**Run 1: metal 4**

Scale: 4 px per um. Supply wires on this layer in grey.
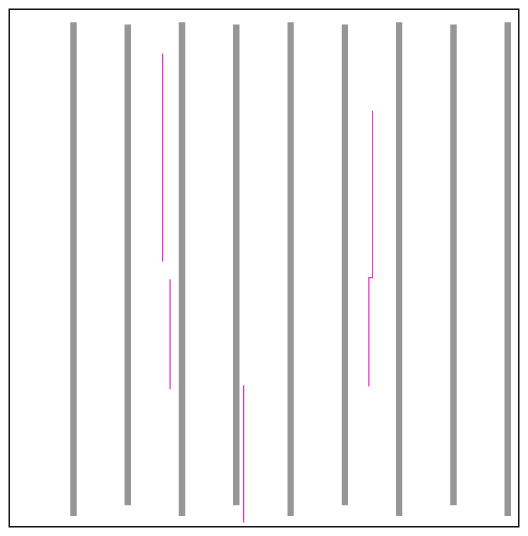
**Run 1: routing congestion**

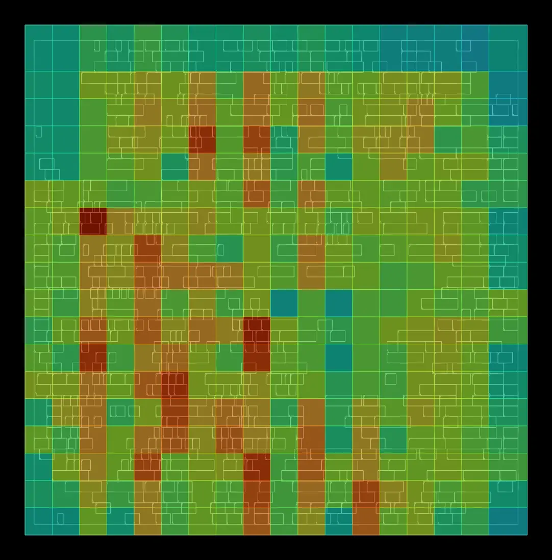
**Run 1: sequential cells grouped by signal name**

Scale: 4 px per um. Other sequential cells in the stronger grey, the rest of the logic in the fainter grey.
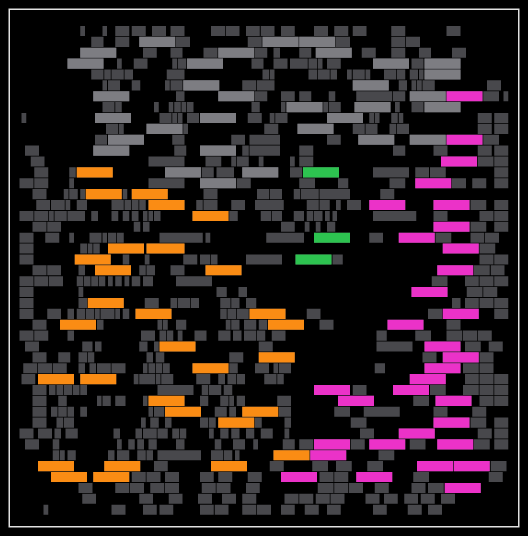
### src/rtl/instr_fetch_unit.sv
// Instruction fetch unit: owns the PC, issues single-beat requests to a
// variable-latency instruction memory, buffers one returned word and hands it
// downstream over valid/ready. Redirects discard any in-flight fetch.
// Optional build macro FETCH_ALIGN_CHECK_EN: a misaligned redirect traps into a
// sticky ERROR state (fetch_err_o=1); otherwise the low PC bits are forced to 0.
module instr_fetch_unit #(
  parameter int unsigned                 DATA_WIDTH = 32,
  parameter logic [DATA_WIDTH-1:0]       PC_RESET   = DATA_WIDTH'(32'h0040_0000)
) (
  input  logic                  clk,
  input  logic                  reset,
  output logic                  imem_req_o,
  output logic [DATA_WIDTH-1:0] imem_addr_o,
  input  logic                  imem_rvalid_i,
  input  logic [DATA_WIDTH-1:0] imem_rdata_i,
  output logic                  instr_valid_o,
  input  logic                  instr_ready_i,
  output logic [DATA_WIDTH-1:0] instr_o,
  output logic [6:0]            opcode_o,
  output logic [DATA_WIDTH-1:0] pc_o,
  input  logic                  redirect_i,
  input  logic [DATA_WIDTH-1:0] redirect_pc_i,
  output logic [31:0]           instr_count_o,
  output logic                  fetch_err_o
);

  localparam int unsigned OPC_W = 7;
  localparam int unsigned CNT_W = 32;

  typedef enum logic [2:0] {
    S_IDLE  = 3'd0,
    S_FETCH = 3'd1,
    S_WAIT  = 3'd2,
    S_VALID = 3'd3,
    S_DRAIN = 3'd4
`ifdef FETCH_ALIGN_CHECK_EN
    ,S_ERROR = 3'd5
`endif
  } state_e;

  state_e                state_q, state_d;
  logic [DATA_WIDTH-1:0] pc_q, pc_d;
  logic [DATA_WIDTH-1:0] buf_q, buf_d;
  logic [CNT_W-1:0]      cnt_q, cnt_d;
  logic                  err_q, err_d;
  logic [DATA_WIDTH-1:0] redir_pc;

  // Redirect target as it is loaded into the PC
`ifdef FETCH_ALIGN_CHECK_EN
  assign redir_pc = redirect_pc_i;
`else
  assign redir_pc = redirect_pc_i & ~DATA_WIDTH'(3);
`endif

  // State and datapath registers; reset aborts any activity immediately
  always_ff @(posedge clk or posedge reset) begin
    if (reset) begin
      state_q <= S_IDLE;
      pc_q    <= PC_RESET;
      buf_q   <= '0;
      cnt_q   <= '0;
      err_q   <= 1'b0;
    end else begin
      state_q <= state_d;
      pc_q    <= pc_d;
      buf_q   <= buf_d;
      cnt_q   <= cnt_d;
      err_q   <= err_d;
    end
  end

  // Next-state and datapath update; redirect wins over every other event
  always_comb begin
    state_d = state_q;
    pc_d    = pc_q;
    buf_d   = buf_q;
    cnt_d   = cnt_q;
    err_d   = err_q;
    case (state_q)
      S_IDLE: state_d = S_FETCH;
      S_FETCH: begin
        if (redirect_i) begin
          pc_d    = redir_pc;
          state_d = S_DRAIN;
        end else begin
          state_d = S_WAIT;
        end
      end
      S_WAIT: begin
        if (redirect_i) begin
          pc_d    = redir_pc;
          state_d = imem_rvalid_i ? S_FETCH : S_DRAIN;
        end else if (imem_rvalid_i) begin
          buf_d   = imem_rdata_i;
          state_d = S_VALID;
        end
      end
      S_VALID: begin
        if (redirect_i) begin
          pc_d    = redir_pc;
          state_d = S_FETCH;
        end else if (instr_ready_i) begin
          pc_d    = pc_q + DATA_WIDTH'(4);
          cnt_d   = cnt_q + CNT_W'(1);
          state_d = S_FETCH;
        end
      end
      S_DRAIN: begin
        if (redirect_i) pc_d = redir_pc;
        if (imem_rvalid_i) state_d = S_FETCH;
      end
`ifdef FETCH_ALIGN_CHECK_EN
      S_ERROR: state_d = S_ERROR;
`endif
      default: state_d = S_IDLE;
    endcase
`ifdef FETCH_ALIGN_CHECK_EN
    // Misaligned redirect traps; any outstanding response is then ignored
    if (redirect_i && (redirect_pc_i[1:0] != 2'b00) &&
        (state_q != S_IDLE) && (state_q != S_ERROR)) begin
      state_d = S_ERROR;
      err_d   = 1'b1;
    end
`endif
  end

  // Outputs decoded from registered state/data only
  assign imem_req_o    = (state_q == S_FETCH);
  assign imem_addr_o   = pc_q;
  assign instr_valid_o = (state_q == S_VALID);
  assign instr_o       = buf_q;
  assign opcode_o      = buf_q[OPC_W-1:0];
  assign pc_o          = pc_q;
  assign instr_count_o = cnt_q;
  assign fetch_err_o   = err_q;

endmodule

### config.mk
export PLATFORM = sky130hd
export DESIGN_NAME = instr_fetch_unit
export DESIGN_NICKNAME = d
export VERILOG_FILES = /design/src/rtl/instr_fetch_unit.sv
export SDC_FILE = /design/constraint.sdc
export NUM_CORES = 1
export LEC_CHECK = 0
export CORE_AREA = 2 2 125 127
export CTS_BUF_LIST = sky130_fd_sc_hd__clkbuf_16
export CTS_CLUSTER_DIAMETER = 30
export DETAILED_ROUTE_END_ITERATION = 8
export DIE_AREA = 0 0 127 129
export PLACE_DENSITY_LB_ADDON = 0.15
export SYNTH_ARGS = -nofsm -noshare
export SYNTH_HDL_FRONTEND = slang
export SYNTH_SLANG_ARGS = --single-unit
### constraint.sdc
create_clock -name clk -period 4.9 [get_ports clk]
set_input_delay 0.98 -clock clk [delete_from_list [all_inputs] [get_ports clk]]
set_output_delay 0.98 -clock clk [all_outputs]
set_load 0.01 [all_outputs]
==> results.cfg, run 1 <==
; synthesis and place-and-route metrics
[power]
pwr-share-comb_pct = 48.8
max-vdd-ir-drop_uv = 304
powerClk_uw = 791
netSwitchingPower_uw = 1600
power_frac_seq_pct = 33.1
power_leader = combinational cells

[route]
first_iter_violations = 177
drt_first_pass_iters = 5
vias_per_cell = 5.12

[cells_and_area]
nonClockBufferCount = 205
comb_share_pct = 30.9
clk_share_pct = 4.55
mi_logic_area_um2 = 2270
drive_gt1_share_pct = 11.0
design_area_um2 = 7350
nClkBuffers = 9
buf_share_pct = 27.7
nFlopsAndLatches = 97

[outcome]
outcome = finished, final reports clean

[cts]
cts_sinks = 97
cts_max_path_buffers = 2

[flow_run]
cap_violations = 0

[sta]
skew_ns = 0.00782
fin_setup_tns_ns = 0
min_period_ns = 3.26
rsz0062_at_grt = false
setup_viol = 0

[logic_synthesis]
flop_cell = dfrtp_1
aoi_share_pct = 13.4
ys_top_cells_by_area = dfrtp_1 47%, mux2_2 7.0%, buf_4 6.2%
ys_area_um2 = 5120
postSynthCellCount = 496
ys_sh_xor_pct = 5.47

[worst_setup_path]
crit_arrival_ns = 3.49
crit_type = primary input to register
cp.required_ns = 5.13
worst_path_max_delay_cell = o311a_1
end_kind = register
worst-r2r-cell-count = 4

[floorplan]
die_y_um = 129
row_count = 45
dieArea_um2 = 16400

[global_routing]
track_usage_pct = 16.5
antenna_found_initial = 0

[placement]
dpl_cell_area_um2 = 7010
Back to the opening pictures, 'metal 4':
- nets with wire on the layer: 3
- main direction: vertical
- longest straight run: 51.7 um
via count: 4308
Post-Route WL: 13.5 mm

Back to the opening pictures, 'routing congestion':
wire length per cell: 16.1 um
GR Util met3: 3.87%
M2 GR Usage: 27.2%
GR Layer Usage met1: 21.3%

Back to the opening pictures, 'sequential cells grouped by signal name':
- green: `state_q` (flops 3)
- magenta: `instr_o` (flops 32)
- orange: `imem_addr_o` (flops 30)
- not coloured: 32
P_seq: 1440 uW
sequential cell area: 2430 um^2

## run 1: metrics by stage
step	total power, uW	std cells	setup slack, ns	hold slack, ns
floorplan	2640	500	1.39	0.504
global placement	3570	827	1.34	0.457
detailed placement	3600	827	1.25	0.465
CTS	4420	842	1.58	0.475
global route	4660	842	1.40	0.508
finish	4360	842	1.64	0.475
## run 1: cells in the mapped netlist (all sizes together), types with 2 or more instances
| master | number |
|---|---|
| a21o | 2 |
| mux2 | 33 |
| o22a | 5 |
| buf | 59 |
| nor4 | 5 |
| clkbuf | 7 |
| ha | 2 |
| nor2 | 26 |
| or2 | 2 |
| nor3b | 3 |
| a22o | 2 |
| xor2 | 16 |
| a21oi | 34 |
| and3 | 9 |
| nand2 | 36 |
| a2bb2oi | 2 |
| dfrtp | 96 |
| o22ai | 14 |
| o21ai | 17 |
| and4 | 8 |
| inv | 10 |
| nand3 | 25 |
| a311oi | 4 |
| and2 | 5 |
| xnor2 | 16 |
| nand4 | 17 |
| a22oi | 2 |
| o2bb2a | 2 |
| a31oi | 2 |
| a31o | 2 |
| o21a | 2 |
| nor3 | 10 |
| a211oi | 2 |
| o31ai | 2 |
## run 1: critical path, delay by kind of cell
| family | cells | cell delay, ns |
|---|---|---|
| compound gates | 3 | 1.60 |
| buf+inv | 1 | 0.69 |
| simple gates | 1 | 0.22 |
## run 1: layer usage
metal | global-route usage [%] | vias to the layer above | wire, um
met3 | 3.87 | 11 | 850
li1 | - | 2060 | -
met4 | 6.01 | 0 | 182
met5 | 0 | - | 0
met2 | 27.2 | 160 | 6420
met1 | 21.3 | 2077 | 6070
## run 1: flip-flops by register name (all words and copies together), names as in the netlist
signal / cells
imem_addr_o: 30
instr_count_o: 32
instr_o: 32
state_q: 3
==> inputs of run 2 (changes only) <==
==> constraint.sdc (replaced) <==
create_clock -name clk -period 2.83 [get_ports clk]
set_input_delay 0.566 -clock clk [delete_from_list [all_inputs] [get_ports clk]]
set_output_delay 0.566 -clock clk [all_outputs]
set_load 0.01 [all_outputs]
**Run 2: signal wires on met1**

Scale: 4 px per um. Supply wires on this layer in grey. Cells faint in the background.
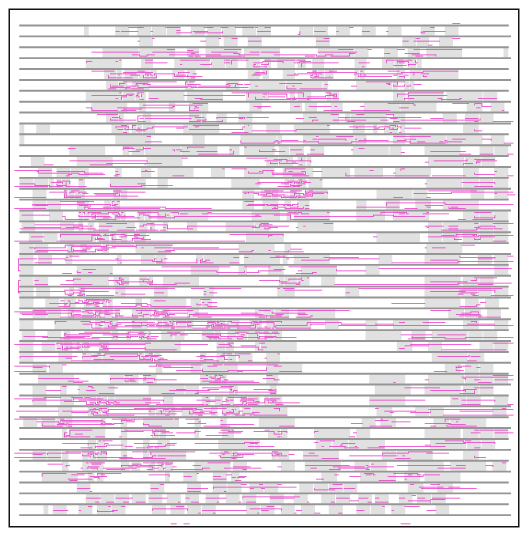
- share of all routed wire: 46%
- wire length on this layer: 6260 um
- main direction: horizontal
- longest straight run: 43.7 um
- nets with wire on the layer: 617
via count: 4358
Post-Route WL: 13.6 mm

**Run 2: metal 4**

Scale: 4 px per um. Supply wires on this layer in grey.
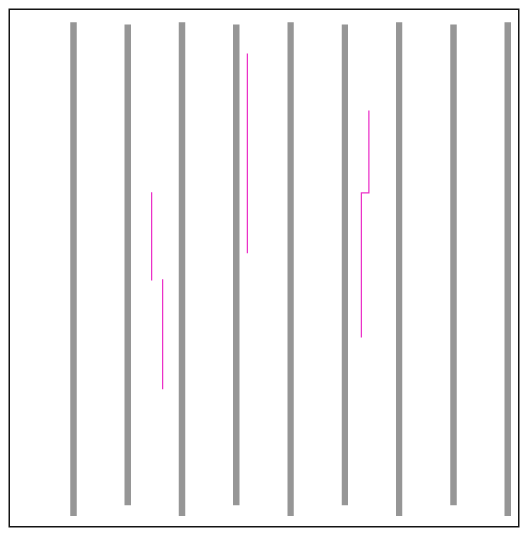

**Run 2: routed metal, one colour a layer**

Scale: 4 px per um. Two of the layers only.
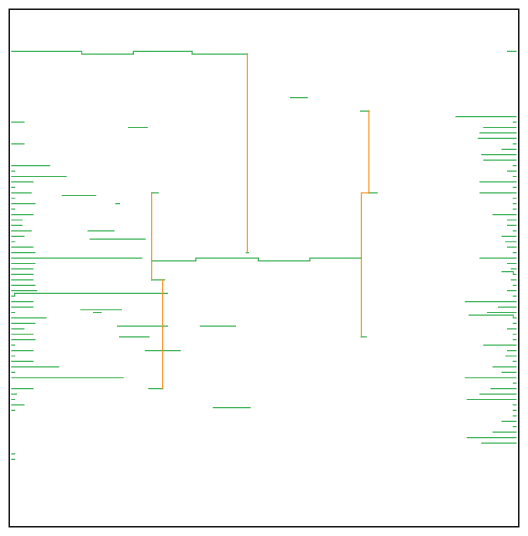
- green: M3 (wire length 779 um)
- orange: M4 (wire length 157 um)
wire length per cell: 15.9 um
Total GRT Usage: 16.7%

==> run 2 against run 1 <==
Against the previous run:
- via count grew 1.2%
- global-route usage grew 0.18 points
- hold slack lost 0.0013 ns
- die size is the same
- sequential share of layout area shrank 0.49 points
- sequential cell count is the same
- sequential power grew 73%
- register-to-register slack lost 1.8 ns
- routed wire length grew 0.26%
- final area grew 1.5%
- setup slack lost 1.4 ns
- synthesized area is the same
- critical path type is now register to output port
- critical endpoint is now imem_req_o
- largest power group unchanged
==> results.cfg, run 2 <==
; synthesis and place-and-route metrics
[worst_setup_path]
cp.required_ns = 2.26
worst-r2r-cell-count = 6
worst-path-buf-inv = 1

[logic_synthesis]
ys_top_cells_by_area = dfrtp_1 47%, mux2_2 7.0%, buf_4 6.2%
flop_cell = dfrtp_1
synthTopCellsByCount = 96 x dfrtp_1, 42 x buf_4, 36 x nand2_1

[sta]
fin_setup_tns_ns = 0
setup_viol = 0
skew_ns = 0.00924
rsz0062_at_grt = false
min_period_ns = 2.59

[cells_and_area]
ff_latch_area_um2 = 2430
drive_gt1_share_pct = 12.5
mi_logic_area_um2 = 2270

[placement]
pre_cts_slack_ns = 0.311

[floorplan]
dieArea_um2 = 16400
die_y_um = 129

[route]
drt_first_pass_iters = 4

[cts]
cts_sinks = 97

[outcome]
outcome = finished, final reports clean
==> run 2: cell counts after synthesis <==
Identical to the previous run, type by type.
==> run 2: worst register-to-register path: cells and delay by family, from the launching register on <==
kind / cells / cell delay (ns)
flip-flops: 1 / 0.73
AND/OR/NAND/NOR: 3 / 0.66
AND-OR/OR-AND: 1 / 0.33
buffers and inverters: 1 / 0.27
XOR/XNOR: 1 / 0.23
==> run 2: layout make-up <==
type | instances | share of cell area (%)
Inverter | 10 | 0.554
Clock inverter | 6 | 0.906
Clock buffer | 9 | 3.02
Multi-Input combinational cell | 327 | 30.5
Timing Repair Buffer | 215 | 29.3
Tap cell | 188 | 3.15
Sequential cell | 97 | 32.6
==> run 2: metrics by stage <==
step,hold WS [ns],util (%)
6_report,0.474,49.8
5_1_grt,0.509,49.8
4_1_cts,0.475,49.8
3_5_place_dp,0.463,47.8
3_3_place_gp,0.460,47.8
2_1_floorplan,0.504,-
==> run 2: worst max-delay path by stage <==
stage | to | slack (ns) | cells past startpoint
final | imem_req_o | 0.24 | 2
after global placement | instr_count_o[1] | 0.35 | 6
after CTS | imem_req_o | 0.20 | 2
after global routing | imem_req_o | 0.12 | 2
after floorplan | instr_count_o[1] | 0.91 | 5
after detailed placement | instr_count_o[1] | 0.31 | 6
==> run 2: layer usage <==
metal	share of wire, %	vias up	global-route usage (%)
li1	-	2074	-
met1	46	2125	23.1
met2	47	148	26.3
met3	5.7	11	3.16
met4	1.2	0	5.62
met5	0	-	0
==> run 2: logic make-up after synthesis <==
family / count (synthesis)
AND-OR/OR-AND: 104
XOR/XNOR: 32
adder cells (fa/ha/maj): 2
buffers and inverters: 76
flip-flops: 97
multiplexers: 33
other: 1
AND/OR/NAND/NOR: 151
==> run 2: where the power goes <==
group	switching [uW]	internal (uW)
clock	536	685
combinational	1680	2150
sequential	603	1890
==> inputs of run 3 (changes only) <==
--- a/config.mk
+++ b/config.mk
@@ -11,6 +11,7 @@
 export DETAILED_ROUTE_END_ITERATION = 8
 export DIE_AREA = 0 0 127 129
 export PLACE_DENSITY_LB_ADDON = 0.15
+export SLEW_MARGIN = 15
 export SYNTH_ARGS = -nofsm -noshare
 export SYNTH_HDL_FRONTEND = slang
 export SYNTH_SLANG_ARGS = --single-unit
**Run 3: metal 4**

Scale: 4 px per um. Supply wires on this layer in grey.
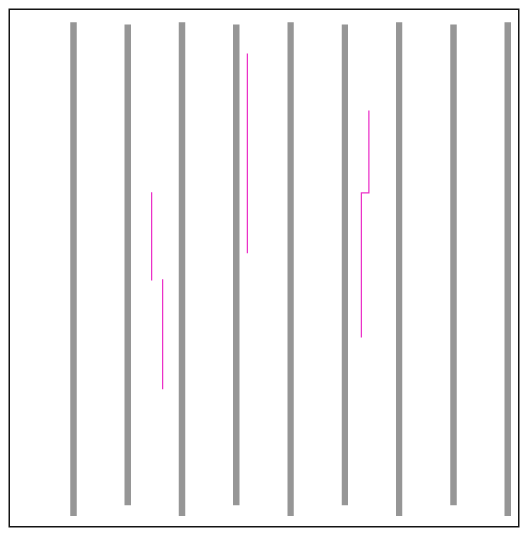
- share of all routed wire: 1.2%
- nets with wire on the layer: 2

**Run 3: routed metal, one colour a layer**

Scale: 4 px per um. Two of the layers only.
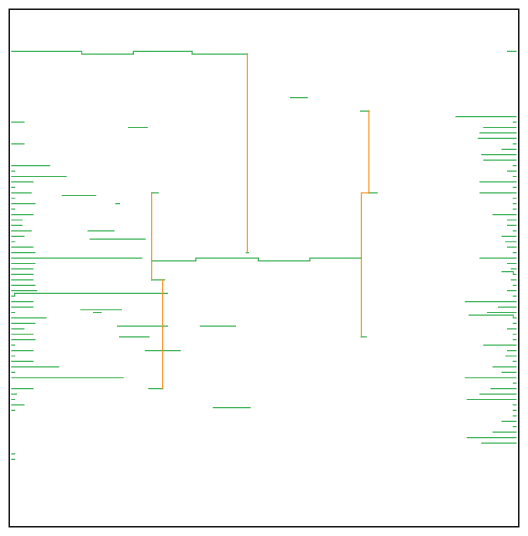

**Run 3: sequential cells grouped by signal name**

Scale: 4 px per um. Other sequential cells in the stronger grey, the rest of the logic in the fainter grey.
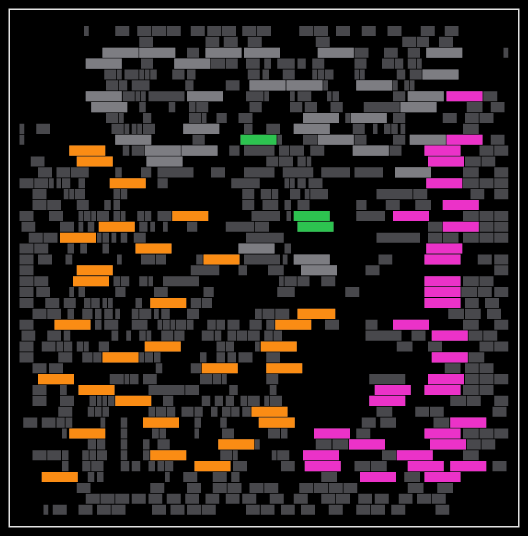
- magenta: `instr_o` (flops 32)
- green: `state_q` (flops 3)
- orange: `imem_addr_o` (flops 30)
- not coloured: 32
Seq area share: 32.6%
fin util: 49.8%

==> run 3 against run 2 <==
Against the previous run:
- largest cell class unchanged
- sequential share of layout area unchanged
- setup slack did not move
- first-iteration DRC count unchanged
- non-clock buffer count stayed put
- clock-buffer cell count stayed put
- die size unchanged
- synthesized cell count did not move
- cell count is the same
- utilization unchanged
==> results.cfg, run 3 <==
; synthesis and place-and-route metrics
[flow_run]
cap_violations = 0

[sta]
min_period_ns = 2.59
setup_viol = 0
skew_ns = 0.00924
rsz0062_at_grt = false
post-route-worst-setup-slack_ns = 0.236
fin_setup_tns_ns = 0

[floorplan]
dieArea_um2 = 16400
die_y_um = 129

[logic_synthesis]
aoi_share_pct = 13.4
ys_sh_xor_pct = 5.47
yosysMostFrequentCell = dfrtp_1
ys_top_cells_by_area = dfrtp_1 47%, mux2_2 7.0%, buf_4 6.2%
synthTopCellsByCount = 96 x dfrtp_1, 42 x buf_4, 36 x nand2_1
postSynthCellCount = 496

[route]
wirelength_mm = 13.6
vias_per_cell = 5.12
drt_first_pass_iters = 4

[worst_setup_path]
end_kind = output port
cp.required_ns = 2.26

[global_routing]
track_usage_pct = 16.7

[power]
p_comb_uw = 3820
clockPowerShare_pct = 16.2
pwr-share-comb_pct = 50.7
powerClk_uw = 1220
power_leader = combinational cells

[outcome]
outcome = finished, final reports clean

[cts]
cts_max_path_buffers = 2

[placement]
pre_cts_slack_ns = 0.311
run 3: cell counts in the layout (fill, tap and decap cells not counted):
No cell type changed its count.
run 3: through the flow:
step / cell area [um^2] / power (uW) / hold WS [ns] / std cells
floorplan: 5140 / 4570 / 0.504 / 500
global placement: 7170 / 6290 / 0.460 / 837
detailed placement: 7170 / 6370 / 0.463 / 837
CTS: 7460 / 7620 / 0.475 / 852
global route: 7460 / 8040 / 0.509 / 852
finish: 7460 / 7540 / 0.474 / 852
run 3: layout make-up:
| cell class | count | area [um^2] | area share, % |
|---|---|---|---|
| sequential | 97 | 2430 | 32.6 |
| multi-input combinational | 327 | 2270 | 30.5 |
| timing repair buffer | 215 | 2190 | 29.3 |
| tap | 188 | 235 | 3.15 |
| clock buffer | 9 | 225 | 3.02 |
| clock inverter | 6 | 67.6 | 0.906 |
| inverter | 10 | 41.3 | 0.554 |
run 3: per-layer routing:
layer / routed length (um) / up-vias / track usage (%)
met5: 0 / - / 0
met4: 156 / 0 / 5.62
met3: 778 / 11 / 3.16
met2: 6370 / 148 / 26.3
met1: 6260 / 2125 / 23.1
li1: - / 2074 / -
run 3: worst max-delay path: cells and delay by family (launching register included):
family,cells,cell delay [ns]
flip-flops,1,0.60
buffers and inverters,1,0.65
AND/OR/NAND/NOR,1,0.45
run 3: path summary, 6_finish.rpt:
path                                     endpoint               from  depth (start not counted)  slack (ns)
min in group asynchronous        instr_count_o[1]              reset                          2        0.64
worst min-delay path            instr_count_o[31]  instr_count_o[31]                          1        0.47
worst max register to register    imem_addr_o[30]         state_q[2]                          6        0.55
worst min register to register  instr_count_o[31]  instr_count_o[31]                          1        0.47
worst max-delay path                   imem_req_o         state_q[2]                          2        0.24
max in group asynchronous              state_q[0]              reset                          3        1.50
Power is estimated from default activity; no workload was simulated.
